Fig. 1: run 1, selected gate families
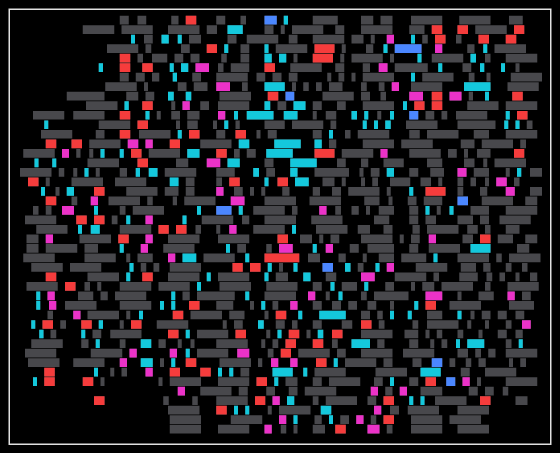
Fig. 2: run 1, sequential cells colored by netlist name
Scale bar: 50 um. Other sequential cells in the stronger gray, the rest of the logic in the fainter gray.
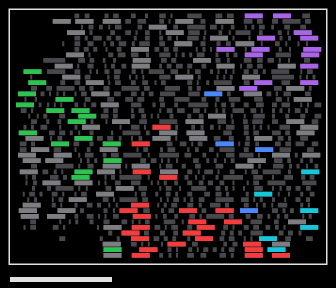
Fig. 3: run 1, track usage over the die
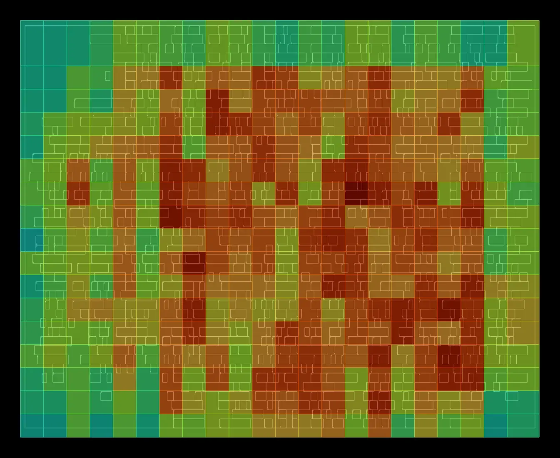
Fig. 4: run 1, M3 wires
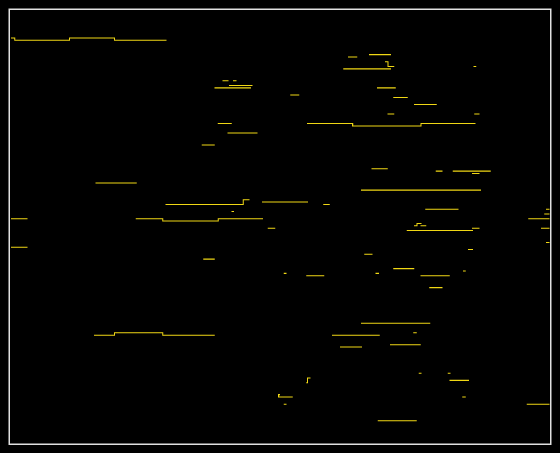
<file path="src/rtl/bcd_clock_ctrl_pkg.sv">
// Shared types, digit limits and helpers for the BCD wall-clock controller.
package bcd_clock_ctrl_pkg;

  typedef enum logic [1:0] {
    MODE_RUN     = 2'd0,
    MODE_SET_HR  = 2'd1,
    MODE_SET_MIN = 2'd2
  } mode_e;

  localparam logic [3:0] UNITS_MAX           = 4'd9;
  localparam logic [3:0] MIN_TENS_MAX        = 4'd5;
  localparam logic [3:0] HOUR_TENS_MAX       = 4'd2;
  localparam logic [3:0] HOUR_UNITS_MAX_AT_2 = 4'd3;
  localparam logic [5:0] SEC_MAX             = 6'd59;

  localparam logic [3:0] COL_MIN_UNITS  = 4'b0001;
  localparam logic [3:0] COL_MIN_TENS   = 4'b0010;
  localparam logic [3:0] COL_HOUR_UNITS = 4'b0100;
  localparam logic [3:0] COL_HOUR_TENS  = 4'b1000;

  // Hours +1 modulo 24; returns {tens, units}.
  function automatic logic [7:0] hour_inc(input logic [3:0] tens, input logic [3:0] units);
    logic [3:0] t;
    logic [3:0] u;
    t = tens;
    u = units;
    if (tens == HOUR_TENS_MAX && units == HOUR_UNITS_MAX_AT_2) begin
      t = '0;
      u = '0;
    end else if (units == UNITS_MAX) begin
      t = tens + 4'd1;
      u = '0;
    end else begin
      u = units + 4'd1;
    end
    return {t, u};
  endfunction

  // Minutes +1 modulo 60; returns {carry_into_hours, tens, units}.
  function automatic logic [8:0] min_inc(input logic [3:0] tens, input logic [3:0] units);
    logic       c;
    logic [3:0] t;
    logic [3:0] u;
    c = 1'b0;
    t = tens;
    u = units;
    if (units == UNITS_MAX) begin
      u = '0;
      if (tens == MIN_TENS_MAX) begin
        t = '0;
        c = 1'b1;
      end else begin
        t = tens + 4'd1;
      end
    end else begin
      u = units + 4'd1;
    end
    return {c, t, u};
  endfunction

endpackage

</file>
<file path="src/rtl/bcd_clock_ctrl_btn_debounce.sv">
// Button conditioner: 2-flop synchroniser, stability counter, rising-edge press pulse.
module bcd_clock_ctrl_btn_debounce #(
  parameter int unsigned DEBOUNCE = 120000
) (
  input  logic clk_i,
  input  logic rst_ni,
  input  logic btn_i,
  output logic press_o
);

  localparam int unsigned CntW = (DEBOUNCE > 1) ? $clog2(DEBOUNCE) : 1;
  localparam logic [CntW-1:0] CntLast = CntW'(DEBOUNCE - 1);

  logic [1:0]      sync_q, sync_d;
  logic            level_q, level_d;
  logic [CntW-1:0] cnt_q, cnt_d;
  logic            press_q, press_d;

  always_comb begin
    sync_d  = {sync_q[0], btn_i};
    level_d = level_q;
    cnt_d   = '0;
    // Counts consecutive synchronised samples that disagree with the accepted level.
    if (sync_q[1] != level_q) begin
      if (cnt_q == CntLast) begin
        level_d = sync_q[1];
      end else begin
        cnt_d = cnt_q + CntW'(1);
      end
    end
    press_d = level_d & ~level_q;
  end

  always_ff @(posedge clk_i or negedge rst_ni) begin
    if (!rst_ni) begin
      sync_q  <= '0;
      level_q <= 1'b0;
      cnt_q   <= '0;
      press_q <= 1'b0;
    end else begin
      sync_q  <= sync_d;
      level_q <= level_d;
      cnt_q   <= cnt_d;
      press_q <= press_d;
    end
  end

  assign press_o = press_q;

endmodule

</file>
<file path="src/rtl/bcd_clock_ctrl.sv">
// 24 h BCD time-keeper with two-button set mode and a 4-column multiplexed digit display.
module bcd_clock_ctrl
  import bcd_clock_ctrl_pkg::*;
#(
  parameter int unsigned TICK_DIV = 12000000,
  parameter int unsigned SCAN_DIV = 12000,
  parameter int unsigned DEBOUNCE = 120000
) (
  input  logic       hwclk,
  input  logic       rst_n,
  input  logic       btn_mode,
  input  logic       btn_inc,
  output logic [3:0] col,
  output logic [3:0] row,
  output logic       sec_tick,
  output logic [1:0] mode
);

  localparam int unsigned TickW = (TICK_DIV > 1) ? $clog2(TICK_DIV) : 1;
  localparam int unsigned ScanW = (SCAN_DIV > 1) ? $clog2(SCAN_DIV) : 1;
  localparam logic [TickW-1:0] TickLast  = TickW'(TICK_DIV - 1);
  localparam logic [TickW-1:0] BlinkHalf = TickW'(TICK_DIV / 2);
  localparam logic [ScanW-1:0] ScanLast  = ScanW'(SCAN_DIV - 1);

  logic mode_press;
  logic inc_press;

  mode_e            mode_q, mode_d;
  logic [TickW-1:0] tick_cnt_q, tick_cnt_d;
  logic [TickW-1:0] blink_cnt_q, blink_cnt_d;
  logic [ScanW-1:0] scan_cnt_q, scan_cnt_d;
  logic             sec_tick_q, sec_tick_d;
  logic [5:0]       sec_q, sec_d;
  logic [3:0]       min_u_q, min_u_d;
  logic [3:0]       min_t_q, min_t_d;
  logic [3:0]       hr_u_q, hr_u_d;
  logic [3:0]       hr_t_q, hr_t_d;
  logic [3:0]       col_q, col_d;
  logic [3:0]       row_q, row_d;

  logic             min_carry;
  logic [3:0]       digit;
  logic             blank;

  bcd_clock_ctrl_btn_debounce #(
    .DEBOUNCE(DEBOUNCE)
  ) u_btn_debounce_mode (
    .clk_i  (hwclk),
    .rst_ni (rst_n),
    .btn_i  (btn_mode),
    .press_o(mode_press)
  );

  bcd_clock_ctrl_btn_debounce #(
    .DEBOUNCE(DEBOUNCE)
  ) u_btn_debounce_inc (
    .clk_i  (hwclk),
    .rst_ni (rst_n),
    .btn_i  (btn_inc),
    .press_o(inc_press)
  );

  // Mode FSM, tick divider and digit chain.
  always_comb begin
    mode_d     = mode_q;
    tick_cnt_d = '0;
    sec_tick_d = 1'b0;
    sec_d      = sec_q;
    min_u_d    = min_u_q;
    min_t_d    = min_t_q;
    hr_u_d     = hr_u_q;
    hr_t_d     = hr_t_q;
    min_carry  = 1'b0;

    if (mode_press) begin
      // A mode press wins over inc and over a coincident tick.
      unique case (mode_q)
        MODE_RUN: begin
          mode_d = MODE_SET_HR;
          sec_d  = '0;
        end
        MODE_SET_HR: mode_d = MODE_SET_MIN;
        default:     mode_d = MODE_RUN;
      endcase
    end else begin
      unique case (mode_q)
        MODE_RUN: begin
          if (tick_cnt_q == TickLast) begin
            sec_tick_d = 1'b1;
            if (sec_q == SEC_MAX) begin
              sec_d = '0;
              {min_carry, min_t_d, min_u_d} = min_inc(min_t_q, min_u_q);
              if (min_carry) begin
                {hr_t_d, hr_u_d} = hour_inc(hr_t_q, hr_u_q);
              end
            end else begin
              sec_d = sec_q + 6'd1;
            end
          end else begin
            tick_cnt_d = tick_cnt_q + TickW'(1);
          end
        end
        MODE_SET_HR: begin
          if (inc_press) begin
            {hr_t_d, hr_u_d} = hour_inc(hr_t_q, hr_u_q);
          end
        end
        default: begin
          // Carry out of minutes is deliberately dropped while setting.
          if (inc_press) begin
            {min_carry, min_t_d, min_u_d} = min_inc(min_t_q, min_u_q);
          end
        end
      endcase
    end
  end

  // Column scan, blink phase and registered row data.
  always_comb begin
    blink_cnt_d = (blink_cnt_q == TickLast) ? '0 : blink_cnt_q + TickW'(1);

    if (scan_cnt_q == ScanLast) begin
      scan_cnt_d = '0;
      col_d      = {col_q[2:0], col_q[3]};
    end else begin
      scan_cnt_d = scan_cnt_q + ScanW'(1);
      col_d      = col_q;
    end

    unique case (col_d)
      COL_MIN_UNITS:  digit = min_u_d;
      COL_MIN_TENS:   digit = min_t_d;
      COL_HOUR_UNITS: digit = hr_u_d;
      COL_HOUR_TENS:  digit = hr_t_d;
      default:        digit = hr_t_d;
    endcase

    // Row is built from next-state values so it always matches the column it is shown on.
    blank = (blink_cnt_d >= BlinkHalf) &&
            ((mode_d == MODE_SET_HR  && (col_d[2] || col_d[3])) ||
             (mode_d == MODE_SET_MIN && (col_d[0] || col_d[1])));
    row_d = blank ? 4'd0 : digit;
  end

  always_ff @(posedge hwclk or negedge rst_n) begin
    if (!rst_n) begin
      mode_q      <= MODE_RUN;
      tick_cnt_q  <= '0;
      blink_cnt_q <= '0;
      scan_cnt_q  <= '0;
      sec_tick_q  <= 1'b0;
      sec_q       <= '0;
      min_u_q     <= '0;
      min_t_q     <= '0;
      hr_u_q      <= '0;
      hr_t_q      <= '0;
      col_q       <= COL_MIN_UNITS;
      row_q       <= '0;
    end else begin
      mode_q      <= mode_d;
      tick_cnt_q  <= tick_cnt_d;
      blink_cnt_q <= blink_cnt_d;
      scan_cnt_q  <= scan_cnt_d;
      sec_tick_q  <= sec_tick_d;
      sec_q       <= sec_d;
      min_u_q     <= min_u_d;
      min_t_q     <= min_t_d;
      hr_u_q      <= hr_u_d;
      hr_t_q      <= hr_t_d;
      col_q       <= col_d;
      row_q       <= row_d;
    end
  end

  assign col      = col_q;
  assign row      = row_q;
  assign sec_tick = sec_tick_q;
  assign mode     = mode_q;

endmodule
</file>
<file path="config.mk">
export PLATFORM = sky130hd
export DESIGN_NAME = bcd_clock_ctrl
export DESIGN_NICKNAME = d
export VERILOG_FILES = /design/src/rtl/bcd_clock_ctrl_pkg.sv /design/src/rtl/bcd_clock_ctrl_btn_debounce.sv /design/src/rtl/bcd_clock_ctrl.sv
export SDC_FILE = /design/constraint.sdc
export NUM_CORES = 1
export LEC_CHECK = 0
export CELL_PAD_IN_SITES_DETAIL_PLACEMENT = 2
export CELL_PAD_IN_SITES_GLOBAL_PLACEMENT = 2
export CORE_ASPECT_RATIO = 0.8
export CORE_UTILIZATION = 37
export DETAILED_ROUTE_END_ITERATION = 6
export PLACE_DENSITY = 0.78
export SYNTH_ARGS = -nofsm -noshare
export SYNTH_HDL_FRONTEND = slang
export SYNTH_SLANG_ARGS = --single-unit
</file>
<file path="constraint.sdc">
create_clock -name hwclk -period 2.6 [get_ports hwclk]
set_input_delay 0.52 -clock hwclk [delete_from_list [all_inputs] [get_ports hwclk]]
set_output_delay 0.52 -clock hwclk [all_outputs]
set_load 0.02 [all_outputs]
</file>
==> out/results.tsv, run 1 <==
stage	metric	value	unit
run_status	failing checks	setup timing	
global_routing	antenna violations before repair	0	
synthesis	Cell Type Count	66	
clock_network	Setup Buffers After CTS	13	
timing	final setup violation count	4	
min_path	worst hold path type	input port to asynchronous set/reset pin	
pwr	switching share of power	24.0	%
clock_network	hold buffer count at CTS	0	
setup_path	Crit. Startpoint	tick_cnt_q[8]	
run_status	outcome	finished with violations	
setup_path	CP peak stage delay	590	ps
floorplan	fp util	37.9	%
floorplan	chip area	0.0191	mm^2
timing	final worst slack	-177	ps
setup_path	startpoint types	register	
setup_path	FF-to-FF End	row[3]	
place	Post-DP HPWL	13600	um
setup_path	kind of critical path	register to register	
cells_and_area	ratio of cells with drive above 1 in the final layout	24.3	%
synthesis	synthesized area	0.00688	mm^2
clock_network	CTS root buf	clkbuf_16	
global_routing	first-pass GRT wire length	36200	um
About Fig. 1:
[magenta] and/or cells | cells: 59 | most used: and3_1 | where: all over the die
[cyan] nor cells | cells: 151 | most used: nor2_1 | where: all over the die
[blue] non-inverting ao/oa cells | cells: 9
[red] xor and xnor cells | cells: 84 | most used: xor2_1 | where: all over the die

About Fig. 2:
[green] u_btn_debounce_mode.cnt_q | placed flops: 17 | where: middle left
[purple] scan_cnt_q | placed flops: 14 | where: upper right
[cyan] sec_q | placed flops: 6 | where: lower right
[blue] min_u_q | placed flops: 4 | where: middle right
[red] tick_cnt_q | placed flops: 24 | where: bottom center
seq pwr: 0.00215 W
Seq/total area: 38.5%
Storage cell area: 0.00343 mm^2
post-layout util: 49.0%

About Fig. 3:
total global-route track usage: 25.0%
GR Layer Usage met1: 29.1%

About Fig. 4:
longest straight run: 34.0 um
nets with wire on the layer: 42

==> run 1: power groups by stage <==
stage                logic, W  clock network [W]  registers [W]
global route        0.0000929            0.00272        0.00215
CTS                 0.0000839            0.00260        0.00215
global placement    0.0000799                  0        0.00219
detailed placement  0.0000823                  0        0.00219
finish              0.0000807            0.00264        0.00215
floorplan           0.0000200                  0        0.00219
==> run 1: synth_stat cells, types with 2 or more instances <==
master,n,area share (%)
nor4b_1,4,0.51
and4_1,2,0.25
or4b_2,2,0.29
nor4bb_1,4,0.58
nor2_1,108,5.9
a21oi_1,17,1.2
or4_1,5,0.55
or4_4,2,0.33
and3_1,29,2.6
clkbuf_1,8,0.44
or2_2,3,0.27
a31oi_1,3,0.27
nor4_2,2,0.36
ha_1,14,2.5
nand3_1,47,3.4
or3_1,10,0.91
nand3_2,2,0.29
xnor2_1,35,4.5
a22oi_1,7,0.76
buf_2,3,0.22
nor2_4,2,0.33
mux2_2,5,0.82
dfrtp_1,136,49
nand2b_1,6,0.55
mux2i_1,4,0.58
nor4_4,2,0.62
a41oi_1,2,0.25
and4b_1,2,0.29
inv_1,19,1.0
a22o_1,2,0.25
nor2b_1,6,0.55
nor3_1,14,1.0
xor2_1,48,6.1
nand2_1,64,3.5
o21ai_0,26,1.9
nand4_1,13,1.2
a21o_1,2,0.22
nor3b_1,3,0.33
nor4_1,5,0.45
a311oi_1,2,0.25
==> run 1: flip-flops by register name, indices dropped and copies added (netlist names), 2 cells and up <==
register	flops
blink_cnt_q	24
tick_cnt_q	24
u_btn_debounce_inc.cnt_q	17
u_btn_debounce_mode.cnt_q	17
scan_cnt_q	14
sec_q	6
col	4
hr_t_q	4
hr_u_q	4
min_t_q	4
min_u_q	4
row	4
mode	2
u_btn_debounce_inc.sync_q	2
u_btn_debounce_mode.sync_q	2
==> run 1: cell families (layout without fill, tap and decap cells) <==
group                      Yosys count  count (layout)  share of synthesized area [%]
adders and majority gates           14              14                           2.55
AOI/OAI and AO/OA                   75              75                           7.48
buffers and inverters               33             151                           2.02
muxes                                9               9                           1.40
DFF                                137             137                           49.9
xor gates and xnor gates            84              84                           10.8
and+or+nand+nor                    344             344                           25.9
==> run 1: final cells by class <==
cell class	instances	share of cell area [%]
sequential	137	38.5
inverter	19	0.801
clock buffer	18	4.93
clock inverter	14	1.94
tap	230	3.23
multi-input combinational	526	41.1
timing repair buffer	100	9.51
==> run 1: through the flow <==
stage                     instances  TNS (ps)  hold WS [ps]
after global placement          988     -33.7           335
after floorplan                 696         0           224
after CTS                      1034      -198          76.9
after global routing           1044     -1010          87.6
final                          1044      -561          46.7
after detailed placement        988      -773           337
==> run 1: routing by layer <==
layer | up-vias | routed length, um
met3 | 43 | 514
li1 | 2631 | -
met1 | 3153 | 10600
met2 | 98 | 13800
met5 | - | 0
met4 | 0 | 567
==> run 1: worst min-delay path by stage <==
stage,cells past startpoint,end,slack (ps)
finish,1,scan_cnt_q[6],50
global route,1,scan_cnt_q[6],90
CTS,1,scan_cnt_q[7],80
detailed placement,0,u_btn_debounce_inc.sync_q[1],340
global placement,0,u_btn_debounce_inc.sync_q[1],340
floorplan,0,blink_cnt_q[0],220
--- run 2 (diff from run 1) ---
Settings changed: CAP_MARGIN set to 25, CORE_UTILIZATION 37 to 39.
Clock period 2.6 ns to 3 ns, I/O delays scaled along.
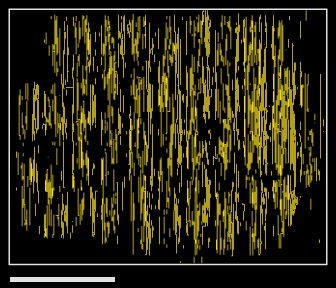
Fig. 5. M2 wires (run 2).
Scale bar: 50 um.
main direction: vertical
longest straight run: 42.8 um
share of all routed wire: 50%
wire length on this layer: 9,500 um
via count: 5,321
Routed WL: 19,100 um

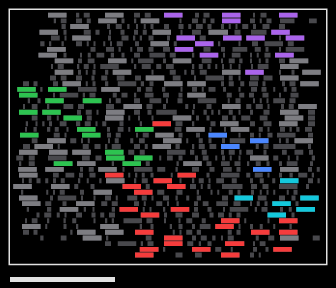
Fig. 6. Sequential cells colored by netlist name (run 2).
Scale bar: 50 um. Other sequential cells in the stronger gray, the rest of the logic in the fainter gray.
post-layout util: 47.0%
Seq/total area: 42.3%
Storage cell area: 0.00343 mm^2
seq pwr: 0.00187 W

==> run 2 against run 1 <==
The run now ends clean. First-iteration DRC count fell by 4.0%. Clock skew fell by 9.1 ps. Via count fell by 10%. Sequential cell count did not move. Combinational power fell by 17%. Die area fell by 5.1%. Synthesized cell count did not move. Critical path type unchanged. Critical endpoint is now row[0]. Largest cell class is now flip-flops and latches. Largest power group unchanged.
==> out/results.tsv, run 2 <==
stage	metric	value	unit	change
floorplan	fp util	39.8	%	was 37.9%
setup_path	FF-to-FF End	row[0]		was row[3]
run_status	outcome	finished, final reports clean		was finished with violations
floorplan	chip area	0.0182	mm^2	was 0.0191 mm^2
clock_network	hold buffer count at CTS	0		unchanged
clock_network	CTS root buf	clkbuf_16		unchanged
cells_and_area	ratio of cells with drive above 1 in the final layout	13.0	%	was 24.3%
synthesis	synthesized area	0.00688	mm^2	unchanged
synthesis	cell type with the largest total area	dfrtp_1		unchanged
synthesis	Cell Type Count	66		unchanged
setup_path	startpoint types	register		unchanged
setup_path	kind of critical path	register to register		unchanged
pwr	switching share of power	23.4	%	was 24.0%
global_routing	first-pass GRT wire length	31600	um	was 36,200 um
cells_and_area	biggest regs	blink_cnt_q: 24 flops, tick_cnt_q: 24 flops		unchanged
global_routing	antenna violations before repair	0		unchanged
timing	final setup violation count	0		was 4
setup_path	CP peak stage delay	520	ps	was 590 ps
synthesis	share of the synthesized area in the top cell type	49.5	%	unchanged
synthesis	largest cells by area after synthesis	dfrtp_1 (49%), xor2_1 (6.1%), nor2_1 (5.9%)		unchanged
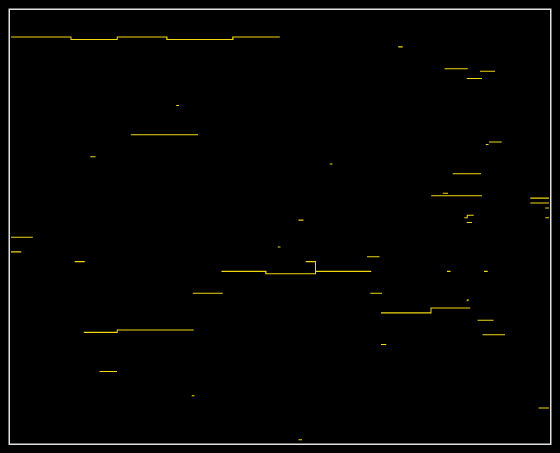
Fig. 7. M3 wires (run 2).
share of all routed wire: 1.6%
wire length on this layer: 306 um
nets with wire on the layer: 21
main direction: horizontal
GRT met3 Usage: 4.00%

## run 2: cell counts after synthesis
No cell type changed its count.
## run 2: cell families (layout without fill, tap and decap cells)
family          Yosys count  count (layout)  synth area share, %
mux                       9               9                 1.40
fa+ha+maj                14              14                 2.55
compound gates           75              75                 7.48
buf+inv                  33              88                 2.02
flops                   137             137                 49.9
simple gates            344             344                 25.9
xor+xnor                 84              84                 10.8
## run 2: metal layers
layer	wire length, um	up-vias	global-route usage, %
met5	0	-	0
met4	401	0	9.85
met3	306	27	4.00
met2	9500	52	36.7
met1	8920	2726	29.6
li1	-	2516	-
## run 2: what timing repair did
action / CTS / global route
pin swaps: 1 / 5
buffers inserted: 4 / 3
gates resized: 1 / 16
setup endpoints to repair: 1 / 4
gates cloned: 0 / 0
## run 2: worst max-delay path by stage
stage | startpoint | to
after global routing | sec_q[0] | row[0]
after floorplan | tick_cnt_q[0] | row[3]
final | tick_cnt_q[8] | row[0]
after global placement | tick_cnt_q[0] | row[3]
after CTS | tick_cnt_q[0] | row[3]
after detailed placement | tick_cnt_q[0] | row[3]
## run 2: power by group through the flow
| stage | registers [W] | clock network (W) | logic (W) |
|---|---|---|---|
| 3_3_place_gp | 0.00190 | 0 | 0.0000677 |
| 5_1_grt | 0.00187 | 0.00221 | 0.0000794 |
| 2_1_floorplan | 0.00190 | 0 | 0.0000174 |
| 6_report | 0.00187 | 0.00209 | 0.0000671 |
| 4_1_cts | 0.00187 | 0.00214 | 0.0000708 |
| 3_5_place_dp | 0.00190 | 0 | 0.0000704 |
## run 2: layout make-up
cell class,count,area (um^2),area share [%]
Sequential cell,137,3430,42.3
Multi-Input combinational cell,526,3410,42.0
Clock buffer,20,467,5.75
Timing Repair Buffer,37,343,4.22
Tap cell,225,282,3.47
Clock inverter,12,116,1.43
Inverter,19,71.3,0.879
## run 2: per-stage QoR
stage                     instances  worst slack [ps]  TNS, ps  util, %  total power (W)
after global routing            976             -38.2    -76.8     47.0          0.00416
final                           976              71.9        0     47.0          0.00403
after floorplan                 696               366        0        -          0.00192
after detailed placement        937              20.6        0     42.8          0.00197
after CTS                       973              15.1        0     46.3          0.00408
after global placement          937               247        0     42.8          0.00197
--- run 3 (diff from run 2) ---
Settings changed: CTS_CLUSTER_DIAMETER set to 30, HOLD_SLACK_MARGIN set to 0.1.
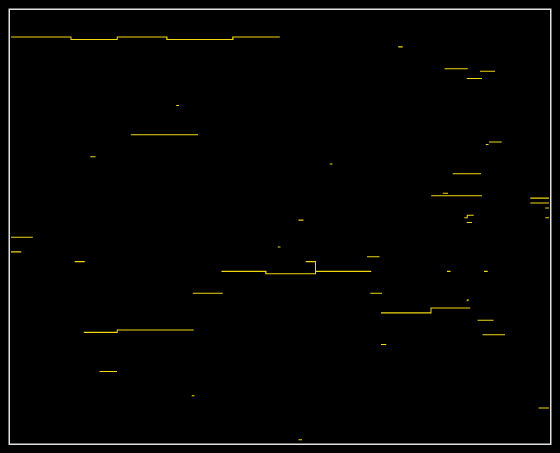
Fig. 8. M3 wires (run 3).

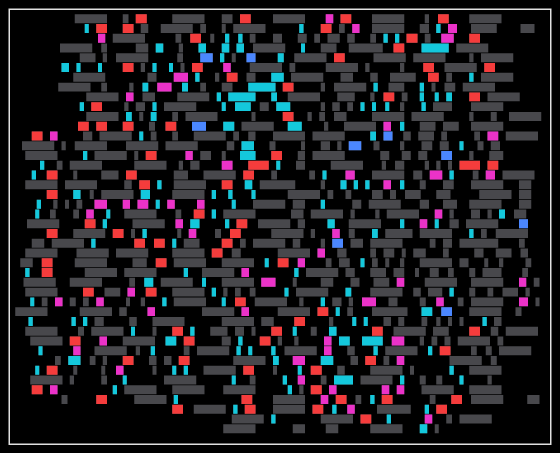
Fig. 9. Selected gate families (run 3).
[red] xor and xnor cells | cells: 84 | most used: xor2_1 | where: all over the die
[magenta] and/or cells | cells: 59 | most used: and3_1 | where: all over the die
[blue] non-inverting ao/oa cells | cells: 9
[cyan] nor cells | cells: 151 | most used: nor2_1 | where: all over the die
most instantiated logic cell after routing: dfrtp_1
non-filler instance count after layout: 976

==> run 3 against run 2 <==
Area after synthesis unchanged. Non-clock buffer count unchanged. Wire length unchanged. Register-to-register slack about the same. Count of clock-buffer cells in the layout unchanged. Synthesized cell count unchanged. First-iteration DRC count unchanged. Clock skew unchanged. Cell count unchanged. Design area unchanged. Die area unchanged. Fmax unchanged. Largest cell class unchanged. Highest routed layer unchanged.
==> out/results.tsv, run 3 <==
stage	metric	value	unit	change
cells_and_area	ratio of cells with drive above 1 in the final layout	13.0	%	unchanged
setup_path	FF-to-FF End	row[0]		unchanged
cells_and_area	Storage cell area	0.00343	mm^2	unchanged
synthesis	yosys xor share	10.8	%	unchanged
clock_network	TritonCTS clock tree	yes		unchanged
run_status	outcome	finished, final reports clean		unchanged
setup_path	CP peak stage delay	520	ps	about the same
cells_and_area	biggest regs	blink_cnt_q: 24 flops, tick_cnt_q: 24 flops		unchanged
min_path	worst hold path type	input port to asynchronous set/reset pin		unchanged
synthesis	Flops after synth	137		unchanged
floorplan	core area	0.0173	mm^2	unchanged
synthesis	share of the synthesized area in the top cell type	49.5	%	unchanged
global_routing	total global-route track usage	22.7	%	unchanged
global_routing	antenna violations before repair	0		unchanged
synthesis	cell with the most instances after synthesis	dfrtp_1		unchanged
pwr	maximum VDD drop	0.318	mV	unchanged
synthesis	Mux area share	1.40	%	unchanged
global_routing	Remaining Overflow, GRT	0		unchanged
setup_path	kind of critical path	register to register		unchanged
clock_network	hold buffer count at CTS	0		unchanged
cells_and_area	area occupied by multi-input gates	0.00341	mm^2	unchanged
timing	final setup violation count	0		unchanged
routing	WL/cell	19.6	um	unchanged
synthesis	Post-synth top cells	dfrtp_1 (136), nor2_1 (108), nand2_1 (64)		unchanged
synthesis	cell type with the largest total area	dfrtp_1		unchanged
clock_network	CTS root buf	clkbuf_16		unchanged
synthesis	main logic family after synthesis	simple AND/OR/NAND/NOR gates		unchanged
setup_path	CP Data Required Time	3340	ps	about the same
floorplan	fp util	39.8	%	unchanged
synthesis	Cell Type Count	66		unchanged
clock_network	Late-Pin Clk Latency	440	ps	about the same
setup_path	startpoint types	register		unchanged
cells_and_area	Top Layout Cells	dfrtp_1 (135), nor2_1 (108), nand2_1 (64)		unchanged
synthesis	largest cells by area after synthesis	dfrtp_1 (49%), xor2_1 (6.1%), nor2_1 (5.9%)		unchanged
place	Post-DP HPWL	12700	um	unchanged
synthesis	synthesized area	0.00688	mm^2	unchanged
synthesis	fa+ha+maj area frac	2.55	%	unchanged
synthesis	number of synthesized flops with an enable pin	0		unchanged
synthesis	synth warn	0		unchanged
floorplan	chip area	0.0182	mm^2	unchanged
synthesis	Mapped Cells	696		unchanged
pwr	Pleak	3.66	nW	unchanged
timing	final worst slack	71.9	ps	unchanged
global_routing	largest net degree at the start of global routing	56		unchanged
timing	Min Hold Slack	124	ps	unchanged
place	pre-CTS setup slack	20.6	ps	unchanged
timing	max_slew headroom	49.6	%	unchanged
timing	clock skew	8.85	ps	unchanged
synthesis	simple share	25.9	%	unchanged
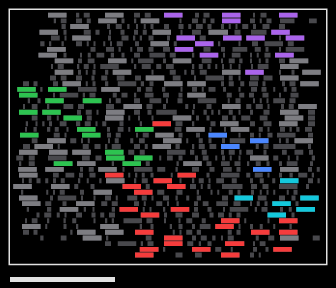
Fig. 10. Sequential cells colored by netlist name (run 3).
Scale bar: 50 um. Other sequential cells in the stronger gray, the rest of the logic in the fainter gray.

[run 3: through the flow]
stage	cell area (um^2)	instances	utilization [%]	power [W]	setup TNS, ps
after floorplan	6880	696	-	0.00192	0
after global placement	7380	937	42.8	0.00197	0
after detailed placement	7380	937	42.8	0.00197	0
after CTS	8000	973	46.3	0.00408	0
after global routing	8120	976	47.0	0.00416	-76.8
final	8120	976	47.0	0.00403	0
[run 3: per-layer routing]
metal  routed length (um)  part of all wire [%]  track usage, %
met5                    0                     0               0
met4                  401                   2.1            9.85
met3                  306                   1.6            4.00
met2                 9500                    50            36.7
met1                 8920                    47            29.6
[run 3: how the worst max path moves through the flow]
stage | start | endpoint | cells past startpoint | slack [ps]
after floorplan | tick_cnt_q[0] | row[3] | 10 | 370
after CTS | tick_cnt_q[0] | row[3] | 10 | 20
after detailed placement | tick_cnt_q[0] | row[3] | 9 | 20
after global placement | tick_cnt_q[0] | row[3] | 9 | 250
final | tick_cnt_q[8] | row[0] | 10 | 70
after global routing | sec_q[0] | row[0] | 11 | -40
[run 3: worst register-to-register path: stages (launching register included)]
cell and delay (ps):
dfrtp_1 440, nor4bb_2 310, nand4_1 230, or4_4 520
o31ai_4 370, buf_6 160, buf_4 110, nand2_1 80
a21oi_1 290, a22oi_2 110, a21oi_1 220
[run 3: power by group]
group          internal, W  leakage (nW)   total, W  switching (W)
clock network      0.00121         0.271    0.00209       0.000880
registers          0.00186          1.85    0.00187     0.00000949
logic            0.0000159          1.54  0.0000671      0.0000512
[run 3: area by class of cell]
class                           count  share of cell area, %
Sequential cell                   137                   42.3
Multi-Input combinational cell    526                   42.0
Clock buffer                       20                   5.75
Timing Repair Buffer               37                   4.22
Tap cell                          225                   3.47
Clock inverter                     12                   1.43
Inverter                           19                  0.879
[run 3: cell families (layout without fill, tap and decap cells)]
group                      after synthesis  count (layout)
buffers and inverters                   33              88
xor gates and xnor gates                84              84
DFF                                    137             137
muxes                                    9               9
AOI/OAI and AO/OA                       75              75
and+or+nand+nor                        344             344
adders and majority gates               14              14
[run 3: timing repair]
| action | in CTS | in global routing |
|---|---|---|
| pin swaps | 1 | 5 |
| cloned | 0 | 0 |
| resized | 1 | 16 |
| endpoints found under the hold margin | 0 | 0 |
| setup buffers | 4 | 3 |
| setup endpoints to repair | 1 | 4 |
No activity file was given, so power comes from the tool's default toggle rates.
